### src/rtl/hazard_scoreboard.sv
// ============================================================================
// Module   : hazard_scoreboard
// Brief    : RAW hazard detector for the ID stage. Counts in-flight register
//            writes in EX..MEM and stalls ID/IF while a source is pending.
// Revision : 1.0  initial release
// ============================================================================
`default_nettype none

module hazard_scoreboard #(
    parameter int REG_COUNT  = 16,
    parameter int PIPE_DEPTH = 2,
    parameter int CNT_W      = 16
) (
    input  logic                 clk,
    input  logic                 rst,
    input  logic                 id_valid,
    input  logic [3:0]           id_src1,
    input  logic [3:0]           id_src2,
    input  logic                 id_use_src2,
    input  logic                 id_wb_en,
    input  logic [3:0]           id_dest,
    input  logic                 flush,
    output logic                 hazard_stall,
    output logic [REG_COUNT-1:0] pend_mask,
    output logic [CNT_W-1:0]     stall_count
);

    localparam int              CW        = $clog2(PIPE_DEPTH + 1);
    localparam int              LAST      = PIPE_DEPTH - 1;
    localparam logic [CW-1:0]   C_CNT_MAX = CW'(PIPE_DEPTH);

    logic                 r_st_v    [PIPE_DEPTH];
    logic                 r_st_wb   [PIPE_DEPTH];
    logic [3:0]           r_st_dest [PIPE_DEPTH];
    logic [CW-1:0]        r_pend_cnt [REG_COUNT];
    logic [CW-1:0]        w_cnt_nxt  [REG_COUNT];
    logic [CNT_W-1:0]     r_stall_count;

    logic                 w_issue;
    logic                 w_inc;
    logic                 w_dec;
    logic [REG_COUNT-1:0] w_inc_vec;
    logic [REG_COUNT-1:0] w_dec_vec;

    generate
        for (genvar r = 0; r < REG_COUNT; r++) begin : g_mask
            assign pend_mask[r] = (r_pend_cnt[r] != '0);
        end
    endgenerate

    // The ID instruction's own destination is not tracked yet, so a
    // self-dependency can never raise a stall here.
    assign hazard_stall = id_valid & ~flush &
                          (pend_mask[id_src1] | (id_use_src2 & pend_mask[id_src2]));

    assign w_issue   = id_valid & ~flush & ~hazard_stall;
    assign w_inc     = w_issue & id_wb_en;
    assign w_dec     = r_st_v[LAST] & r_st_wb[LAST];
    assign w_inc_vec = w_inc ? (REG_COUNT'(1) << id_dest) : '0;
    assign w_dec_vec = w_dec ? (REG_COUNT'(1) << r_st_dest[LAST]) : '0;

    // EX/MEM never stall: the shift register advances every cycle.
    always_ff @(posedge clk or negedge rst) begin
        if (!rst) begin
            for (int k = 0; k < PIPE_DEPTH; k++) begin
                r_st_v[k]    <= 1'b0;
                r_st_wb[k]   <= 1'b0;
                r_st_dest[k] <= '0;
            end
        end else begin
            r_st_v[0]    <= w_issue;
            r_st_wb[0]   <= w_issue & id_wb_en;
            r_st_dest[0] <= w_issue ? id_dest : 4'd0;
            for (int k = 1; k < PIPE_DEPTH; k++) begin
                r_st_v[k]    <= r_st_v[k-1];
                r_st_wb[k]   <= r_st_wb[k-1];
                r_st_dest[k] <= r_st_dest[k-1];
            end
        end
    end

    always_comb begin
        for (int r = 0; r < REG_COUNT; r++) begin
            w_cnt_nxt[r] = r_pend_cnt[r];
            if (w_inc_vec[r] && !w_dec_vec[r]) begin
                w_cnt_nxt[r] = r_pend_cnt[r] + CW'(1);
            end else if (w_dec_vec[r] && !w_inc_vec[r]) begin
                w_cnt_nxt[r] = r_pend_cnt[r] - CW'(1);
            end
        end
    end

    always_ff @(posedge clk or negedge rst) begin
        if (!rst) begin
            for (int r = 0; r < REG_COUNT; r++) begin
                r_pend_cnt[r] <= '0;
            end
        end else begin
            for (int r = 0; r < REG_COUNT; r++) begin
                r_pend_cnt[r] <= w_cnt_nxt[r];
            end
        end
    end

    always_ff @(posedge clk or negedge rst) begin
        if (!rst) begin
            r_stall_count <= '0;
        end else if (hazard_stall && (r_stall_count != '1)) begin
            r_stall_count <= r_stall_count + CNT_W'(1);
        end
    end

    assign stall_count = r_stall_count;

`ifndef SYNTHESIS
    // A counter leaving 0..PIPE_DEPTH means the tracking itself is broken.
    always_ff @(posedge clk) begin
        if (rst) begin
            for (int r = 0; r < REG_COUNT; r++) begin
                if (w_inc_vec[r] && !w_dec_vec[r]) begin
                    assert (r_pend_cnt[r] != C_CNT_MAX);
                end
                if (w_dec_vec[r] && !w_inc_vec[r]) begin
                    assert (r_pend_cnt[r] != '0);
                end
            end
        end
    end
`endif

endmodule

`default_nettype wire

### config.mk
export PLATFORM = sky130hd
export DESIGN_NAME = hazard_scoreboard
export DESIGN_NICKNAME = d
export VERILOG_FILES = /design/src/rtl/hazard_scoreboard.sv
export SDC_FILE = /design/constraint.sdc
export NUM_CORES = 1
export LEC_CHECK = 0
export CAP_MARGIN = 20
export CORE_MARGIN = 2
export CORE_UTILIZATION = 28
export CTS_CLUSTER_DIAMETER = 80
export DETAILED_ROUTE_END_ITERATION = 8
export PLACE_DENSITY_LB_ADDON = 0.15
export SYNTH_ARGS = -nofsm -noshare
export SYNTH_HDL_FRONTEND = slang
export SYNTH_SLANG_ARGS = --single-unit
### constraint.sdc
create_clock -name clk -period 2.9 [get_ports clk]
set_input_delay 0.58 -clock clk [delete_from_list [all_inputs] [get_ports clk]]
set_output_delay 0.58 -clock clk [all_outputs]
set_load 0.05 [all_outputs]
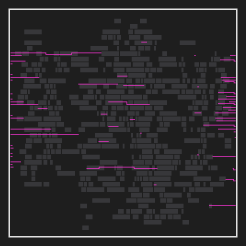
layer_met3.png
Scale: 2 px per um. Cells faint in the background.
52 nets have wire on it. The layer carries 449 um of wire. The longest straight run is 33.8 um. The wires run mostly horizontal.
met3 usage: 4.39%
routed via count: 2,668
final wirelength: 8.60 mm

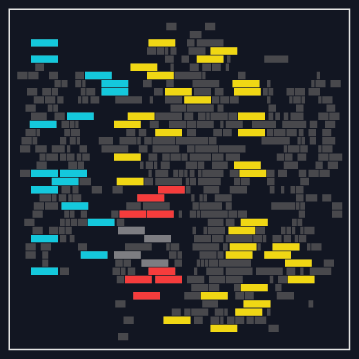
flops_by_reg.png
Scale: 3 px per um.
Red stands for r_st_dest, placed flops 8. Yellow stands for r_pend_cnt, placed flops 32. Cyan stands for stall_count, placed flops 16.
Another 4 sequential cells are not colored.
Finished Core Util: 44.2%
fraction of area in registers: 29.5%
seq pwr: 1010 uW
area occupied by registers: 1500 um^2

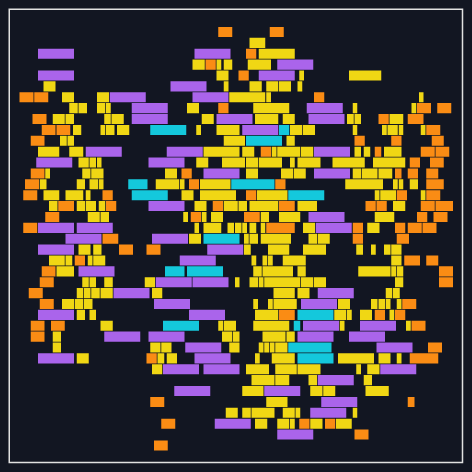
placement_by_type.png
Scale: 4 px per um.
Orange stands for remaining buffers and delay cells, cells 92, share of their area 17%. Yellow stands for combinational and other logic, cells 255, share of their area 45%. Purple stands for sequential cells, cells 60, share of their area 31%. Cyan stands for clock drivers and dummy loads, cells 15, share of their area 6.6%.
fin area: 5090 um^2
CORE AREA: 11,500 um^2
Site Rows: 39

==> flow_summary_export.csv <==
group,metric,value,unit
outcome,outcome,"finished, violations left",
outcome,violations,"DRC, setup timing",
power_and_ir_drop,pg_comb,546,uW
worst_hold_path,min_path_type,"input pin to async pin",
worst_setup_path,required,2.32,ns
worst_setup_path,path_cells,"or2_4, mux4_2, o32a_1, a221oi_4, buf_6, buf_6, nor2_2, buf_6",
layout,nFillCells,1062,
global_routing,top_usage_layer,"met2",
worst_setup_path,critPathCaptureType,"output pin",
worst_setup_path,critPathMaxStageDelay,0.45,ns
logic_synthesis,simple_gate_share,21.1,%
logic_synthesis,synthCells,323,
logic_synthesis,ys_sh_aoi,3.61,%
final_timing,fin_crit,3.09,ns
final_timing,finalClockPeriodUsage,106,%
power_and_ir_drop,powerDensity,533,nW/um^2
logic_synthesis,fa_ha_area_share,6.40,%
logic_synthesis,postSynthSeqShare,45.2,%
power_and_ir_drop,pwr-share-comb,20.1,%
global_routing,grt_pass1_vias,2718,
placement,placed_area,4240,um^2
worst_setup_path,r2r_start,"r_pend_cnt[13]$_DFFE_PN0P_",
logic_synthesis,xor_area_share,16.1,%
cts,cts_buffers,9,
worst_setup_path,worstPathArrival,2.51,ns
placement,place_inst,539,
layout,drive_above_1_share,33.2,%
cts,cts_sinks,60,
power_and_ir_drop,p_int,1910,uW
layout,nNetsFinal,453,
power_and_ir_drop,leakage,0.00195,uW
logic_synthesis,top_area_cell,"dfrtp_1",
power_and_ir_drop,p_clk,1160,uW
layout,ff_count,60,
global_routing,use_met2,22.4,%
layout,inverters,17,
power_and_ir_drop,total_power,2710,uW
worst_setup_path,r2r-end,"r_pend_cnt[29]$_DFFE_PN0P_",
power_and_ir_drop,max-vdd-ir-drop,413,uV
placement,gp_congestion,0.830,
worst_setup_path,rr_worst_depth,12,
logic_synthesis,area_leaders,"dfrtp_1 45%, xor2_1 12%, ha_1 6.4%, xnor2_1 4.5%, nor2_1 3.7%",
power_and_ir_drop,power_leader,"clock",
flow_run,maxCapViolCount,0,
final_timing,fin_worst_skew,0.00753,ns
cts,clk_pin_slew,0.05,ns
final_timing,fin_hold_ws,0.304,ns
die,dieWidth,113,um
final_timing,setup_ws,-0.186,ns
layout,lay_top_count,"dfrtp_1",
worst_setup_path,crit_path_max_fanout,2,
layout,clock_area_share,6.39,%
worst_setup_path,crit_start,"r_pend_cnt[13]$_DFFE_PN0P_",
routing,drcViolationCount,7,
global_routing,grt_pass1_wl,13.9,mm
routing,drtPass1Iterations,8,
power_and_ir_drop,power.switching,804,uW
layout,layout_top_cells,"60 x dfrtp_1, 42 x clkdlybuf4s50_1, 36 x xor2_1, 32 x buf_4, 21 x nor2_1",
final_timing,tns,-0.741,ns
flow_run,warnings,29,
worst_setup_path,critPathSlowestCell,"mux4_2",
logic_synthesis,ys_seq_elements,60,
routing,wl_met1,3.90,mm
layout,top_register,"r_pend_cnt",
logic_synthesis,synthMuxAreaShare,4.14,%
global_routing,grt_antenna_before_repair,0,
routing,ant_nets,0,
die,die_area,12800,um^2
cts,cts_buffer_depth,2,
worst_setup_path,cp-start-kind,"flop",
logic_synthesis,ys_types,41,
final_timing,rsz0062_at_grt,"true",
worst_setup_path,path_delay_family,"AND-OR/OR-AND gates",
routing,wl_per_cell,15.2,um
global_routing,grt_util_met1,18.1,%
logic_synthesis,fp_nets,358,
final_timing,slew_headroom,37.1,%
logic_synthesis,synthArstFlopShare,100,%
routing,wl_met2,4.06,mm
final_timing,tightest_slew,0.941,ns
worst_setup_path,worst-path-buf-inv,3,
routing,dr_wl_met3,448,um
layout,comb-cell-share,42.6,%
routing,routed_via_density,4.72,
layout,final-nonclk-buf-share,16.8,%
logic_synthesis,top_cells_by_count,"60 x dfrtp_1, 44 x xor2_1, 33 x nor2_1",
layout,buffers,92,
routing,top_layer,"met4",
cts,cts_tree,"yes",
final_timing,max_freq,0.324,GHz
power_and_ir_drop,clkPwrFrac,42.7,%
layout,largest_reg_flops,32,
die,io_pins,51,
placement,numPortBuffers,50,
global_routing,grt.overflow.total,0,
worst_setup_path,worst-path-stages,8,
logic_synthesis,ys_cells,323,
die,dieHeight,113,um
logic_synthesis,ys_chip_area,3320,um^2
layout,logic_gate_count,238,
cts,clk_latency,0.32,ns
worst_setup_path,criticalPathCategory,"flop to output pin",
logic_synthesis,ys_top_logic_family,"simple AND/OR/NAND/NOR gates",
logic_synthesis,syn-cell-area,3320,um^2
final_timing,setup_viol_count_final,13,
layout,syn_to_final_growth,53.2,%
cts,cts_max_level,3,
logic_synthesis,synth_warnings,0,
layout,layout.cells.non_filler,565,
die,n_tap_cell,143,
worst_setup_path,endpoint,"hazard_stall",
power_and_ir_drop,sw_frac_of_total,29.6,%
cts,cts.repair.resized,52,
logic_synthesis,syn_avg_cell_area,10.3,um^2
worst_setup_path,regToRegSetupSlack,-0.10,ns
layout,clockBufferCount,11,
layout,mi_logic_area,2170,um^2
placement,hpwl,6.13,mm
cts,root_buffer,"clkbuf_16",
global_routing,grt_max_degree,32,
logic_synthesis,most_common_cell,"dfrtp_1",
layout,largest_class,"combinational gates",
layout,n_antenna_cell,0,
worst_setup_path,cpMostUsedCell,"buf_6",
placement,place_ws,-0.547,ns
logic_synthesis,synthFlopType,"dfrtp_1",
cts,cts_setup_buffers,4,
logic_synthesis,post-synth-top-area-fraction,45.2,%
final_timing,maxSlewViolCount,0,
power_and_ir_drop,pwr-share-seq,37.2,%
die,fp_util,28.9,%
final_timing,hold_violations,0,
cts,hold_buffers,0,
global_routing,track_usage,14.0,%
routing,drt_iter0_markers,102,
logic_synthesis,edf_count,0,
Power is estimated from default activity; no workload was simulated.
